===== config.mk =====
export PLATFORM = sky130hd
export DESIGN_NAME = logo_mem_arbiter
export DESIGN_NICKNAME = d
export VERILOG_FILES = /design/src/rtl/logo_mem_arbiter.sv
export SDC_FILE = /design/constraint.sdc
export NUM_CORES = 1
export LEC_CHECK = 0
export CAP_MARGIN = 20
export CORE_AREA = 2 2 73 75
export CTS_BUF_LIST = sky130_fd_sc_hd__clkbuf_4 sky130_fd_sc_hd__clkbuf_8 sky130_fd_sc_hd__clkbuf_16
export DETAILED_ROUTE_END_ITERATION = 6
export DIE_AREA = 0 0 75 77
export HOLD_SLACK_MARGIN = 0.15
export PLACE_DENSITY = 0.78
export SLEW_MARGIN = 20
export SYNTH_ARGS = -nofsm -noshare
export SYNTH_HDL_FRONTEND = slang
export SYNTH_SLANG_ARGS = --single-unit

===== constraint.sdc =====
create_clock -name clock -period 1.7 [get_ports clock]
set_clock_uncertainty 0.15 [all_clocks]
set_input_delay 0.34 -clock clock [delete_from_list [all_inputs] [get_ports clock]]
set_output_delay 0.34 -clock clock [all_outputs]
set_load 0.02 [all_outputs]

===== src/rtl/logo_mem_arbiter.sv =====
// logo_mem_arbiter
// Arbitrates the single-port logo/FM memory between the CPU slot decoder (C)
// and the boot loader / DMA filler (L). At most one access is granted per
// clock. The memory port is driven from registers. Read data goes back to
// the owning requester 3 cycles after its grant.
// Optional build macro: CPU_PRIORITY_EN gives C fixed priority. It replaces
// the default round-robin.
module logo_mem_arbiter #(
    parameter int ADDR_W = 14,
    parameter int DATA_W = 8
) (
    input  logic              clock,
    input  logic              reset,
    // CPU slot requester
    input  logic              c_req,
    input  logic              c_we,
    input  logic [ADDR_W-1:0] c_addr,
    input  logic [DATA_W-1:0] c_wdata,
    output logic              c_ack,
    output logic [DATA_W-1:0] c_rdata,
    output logic              c_rvalid,
    // Loader requester
    input  logic              l_req,
    input  logic              l_we,
    input  logic [ADDR_W-1:0] l_addr,
    input  logic [DATA_W-1:0] l_wdata,
    output logic              l_ack,
    output logic [DATA_W-1:0] l_rdata,
    output logic              l_rvalid,
    // Memory port
    output logic [ADDR_W-1:0] mem_address,
    output logic [DATA_W-1:0] mem_data,
    output logic              mem_wren,
    input  logic [DATA_W-1:0] mem_q
);

    typedef enum logic {
        OWN_C = 1'b0,
        OWN_L = 1'b1
    } owner_e;

    logic   w_c_grant;
    logic   w_l_grant;
    logic   w_rd_grant;

    // Read-tracking pipeline: stage 1 covers the memory sample cycle.
    // Stage 2 covers the cycle in which mem_q is valid.
    logic   r_s1_rd;
    owner_e r_s1_own;
    logic   r_s2_rd;
    owner_e r_s2_own;

`ifdef CPU_PRIORITY_EN
    // Fixed priority: C wins every conflict; acks are suppressed during reset
    always_comb begin
        w_c_grant = 1'b0;
        w_l_grant = 1'b0;
        if (!reset) begin
            w_c_grant = c_req;
            w_l_grant = l_req & ~c_req;
        end
    end
`else
    owner_e r_last_grant;

    // Round-robin: on a conflict, grant the requester that did not win last
    always_comb begin
        w_c_grant = 1'b0;
        w_l_grant = 1'b0;
        if (!reset) begin
            if (c_req && l_req) begin
                if (r_last_grant == OWN_L) begin
                    w_c_grant = 1'b1;
                end else begin
                    w_l_grant = 1'b1;
                end
            end else begin
                w_c_grant = c_req;
                w_l_grant = l_req;
            end
        end
    end

    // Remember the last winner; it only changes on a grant
    always_ff @(posedge clock) begin
        if (reset) begin
            r_last_grant <= OWN_L;
        end else if (w_c_grant) begin
            r_last_grant <= OWN_C;
        end else if (w_l_grant) begin
            r_last_grant <= OWN_L;
        end
    end
`endif

    assign c_ack      = w_c_grant;
    assign l_ack      = w_l_grant;
    assign w_rd_grant = (w_c_grant & ~c_we) | (w_l_grant & ~l_we);

    // Stage 0: load the memory port from the granted requester
    always_ff @(posedge clock) begin
        if (reset) begin
            mem_address <= '0;
            mem_data    <= '0;
            mem_wren    <= 1'b0;
        end else if (w_c_grant) begin
            mem_address <= c_addr;
            mem_data    <= c_wdata;
            mem_wren    <= c_we;
        end else if (w_l_grant) begin
            mem_address <= l_addr;
            mem_data    <= l_wdata;
            mem_wren    <= l_we;
        end else begin
            mem_wren    <= 1'b0;
        end
    end

    // Stages 1-2: carry owner and is-read alongside the memory latency
    always_ff @(posedge clock) begin
        if (reset) begin
            r_s1_rd  <= 1'b0;
            r_s1_own <= OWN_C;
            r_s2_rd  <= 1'b0;
            r_s2_own <= OWN_C;
        end else begin
            r_s1_rd  <= w_rd_grant;
            r_s1_own <= w_l_grant ? OWN_L : OWN_C;
            r_s2_rd  <= r_s1_rd;
            r_s2_own <= r_s1_own;
        end
    end

    // Completion: capture mem_q into the owner's rdata and pulse its rvalid
    always_ff @(posedge clock) begin
        if (reset) begin
            c_rdata  <= '0;
            c_rvalid <= 1'b0;
            l_rdata  <= '0;
            l_rvalid <= 1'b0;
        end else begin
            c_rvalid <= r_s2_rd && (r_s2_own == OWN_C);
            l_rvalid <= r_s2_rd && (r_s2_own == OWN_L);
            if (r_s2_rd && (r_s2_own == OWN_C)) begin
                c_rdata <= mem_q;
            end
            if (r_s2_rd && (r_s2_own == OWN_L)) begin
                l_rdata <= mem_q;
            end
        end
    end

endmodule


Fig. 1: met3 routing
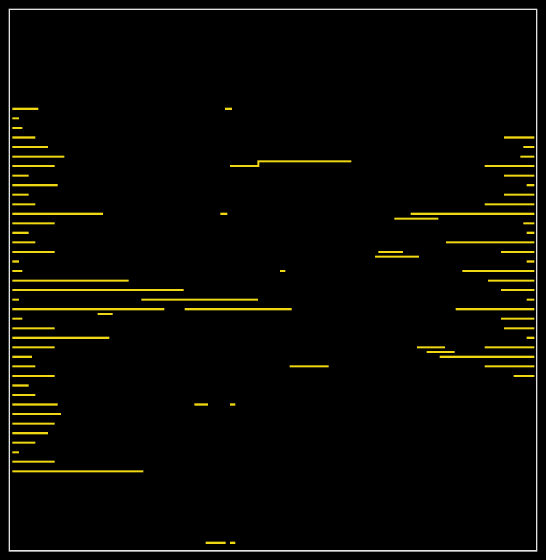
share of all routed wire: 8.9%
wire length on this layer: 449 um
Total Wirelength: 5.06 mm
M3 GR Usage: 6.44%
via count: 1,886

Fig. 2: routing congestion map
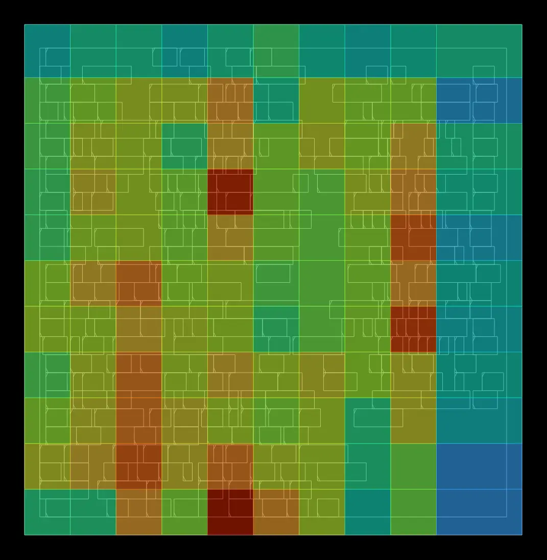
met1 Use GR: 21.4%
Global Route met2 Usage: 30.8%
busiest grt layer: met2

==> results.yml <==
# yosys + openroad results
status:
  outcome: "complete, no violations"
power_and_ir_drop:
  comb_power_share_pct: 17.7
  seq_cell_power_mw: 1.17
  p_int_mw: 1.97
  pg_clk_uw: 956
  seq_power_share_pct: 45.3
floorplan:
  pin_count: 101
  dieHeight_um: 77
  die_area_mm2: 0.00578
  die-width_um: 75
route:
  vias_per_cell: 5.03
  ant_nets: 0
  post_drt_wl_per_cell_um: 13.5
worst_hold_path:
  hold_end: "r_s2_rd$_SDFF_PP0_"
placement:
  hpwl_mm: 3.72
  pre_cts_ws_ps: -579
global_route:
  track_usage_pct: 18.5
  antenna_found_initial: 0
  grt_max_degree: 27
critical_path:
  r2r_end: "mem_data[5]$_SDFFE_PP0P_"
  crit_fanout: 4
  end_kind: "output pin"
  r2r_slack_ps: 210
  required_ps: 1210
layout:
  final_common_cell: "clkdlybuf4s50_1"
  nets: 362
  area_delta_synth_final_pct: 63.2
  lay_top_cells: "clkdlybuf4s50_1, dfxtp_1, dlygate4sd2_1, nand2_1, inv_1"
yosys:
  common_cells: "dfxtp_1, nand2_1, inv_1, a2111oi_0, a221o_1"
  ys_area_mm2: 0.00188
  ys_cells: 203
  async_flop_share_pct: 0
  top_area_share_pct: 49.0
  edf_count: 0
timing:
  relSlewSlack_pct: 65.4
  max_freq_ghz: 0.615
  finalWorstSetupSlack_ps: 74.7
  hold_slack_ps: 293
  finalClockPeriodUsage_pct: 95.6
clocking:
  clock_latency_ps: 300
  cts_root_buffer: "clkbuf_8"
job:
  warnings: 26
Fig. 3: metal 2
Bar = 20 um.
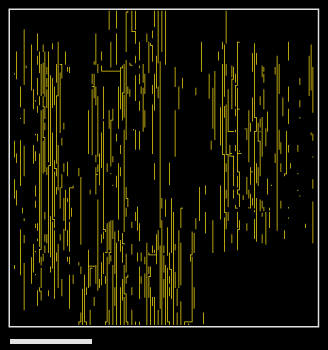
main direction: vertical
wire length on this layer: 2,420 um
nets with wire on the layer: 295

-- final cells by class --
class | instances | share of cell area [%]
Sequential cell | 46 | 30.1
Timing Repair Buffer | 113 | 34.3
Multi-Input combinational cell | 113 | 25.2
Tap cell | 70 | 2.86
Clock buffer | 5 | 2.24
Clock inverter | 3 | 2.24
Inverter | 25 | 3.06
-- worst register-to-register path: stages (launching register included) --
cell and delay (ps):
dfxtp_2 350, and2b_1 250, nor2_4 50, buf_4 210, a221o_1 380
-- state kept, by name, summed over array words and instances, names as in the netlist --
register / cells
r_s2_own: 1
c_rvalid: 1
mem_address: 14
l_rdata: 8
r_s1_own: 1
mem_data: 8
c_rdata: 8
r_s1_rd: 1
mem_wren: 1
l_rvalid: 1
r_s2_rd: 1
r_last_grant: 1
-- logic make-up after synthesis --
kind of cell / count (synthesis) / share of synthesized area, %
buffers and inverters: 44 / 10.2
and+or+nand+nor: 49 / 12.9
DFF: 46 / 49.0
AOI/OAI and AO/OA: 64 / 27.9
-- timing repair --
action | CTS | global route
endpoints found under the hold margin | 0 | 0
gates resized | 55 | 1
endpoints found under the setup margin | 59 | 1
setup buffers | 0 | 0
pin swaps | 1 | 0
gates cloned | 0 | 0
-- per-stage QoR --
stage	utilization [%]	power [mW]	area, um^2	instances	TNS [ps]
after CTS	61.5	2.61	3060	375	0
after floorplan	-	1.40	1880	203	0
after global placement	59.9	1.68	2980	367	-8830
after global routing	61.6	2.68	3070	375	0
after detailed placement	59.9	1.69	2980	367	-9050
final	61.6	2.58	3070	375	0
-- metal layers --
metal  share of wire, %  track usage (%)
met2                 48             30.8
met1                 41             21.4
met5                  0                0
met3                8.9             6.44
met4                2.0             6.43
Power figures rest on the tool's default switching activity, not on a simulated workload.
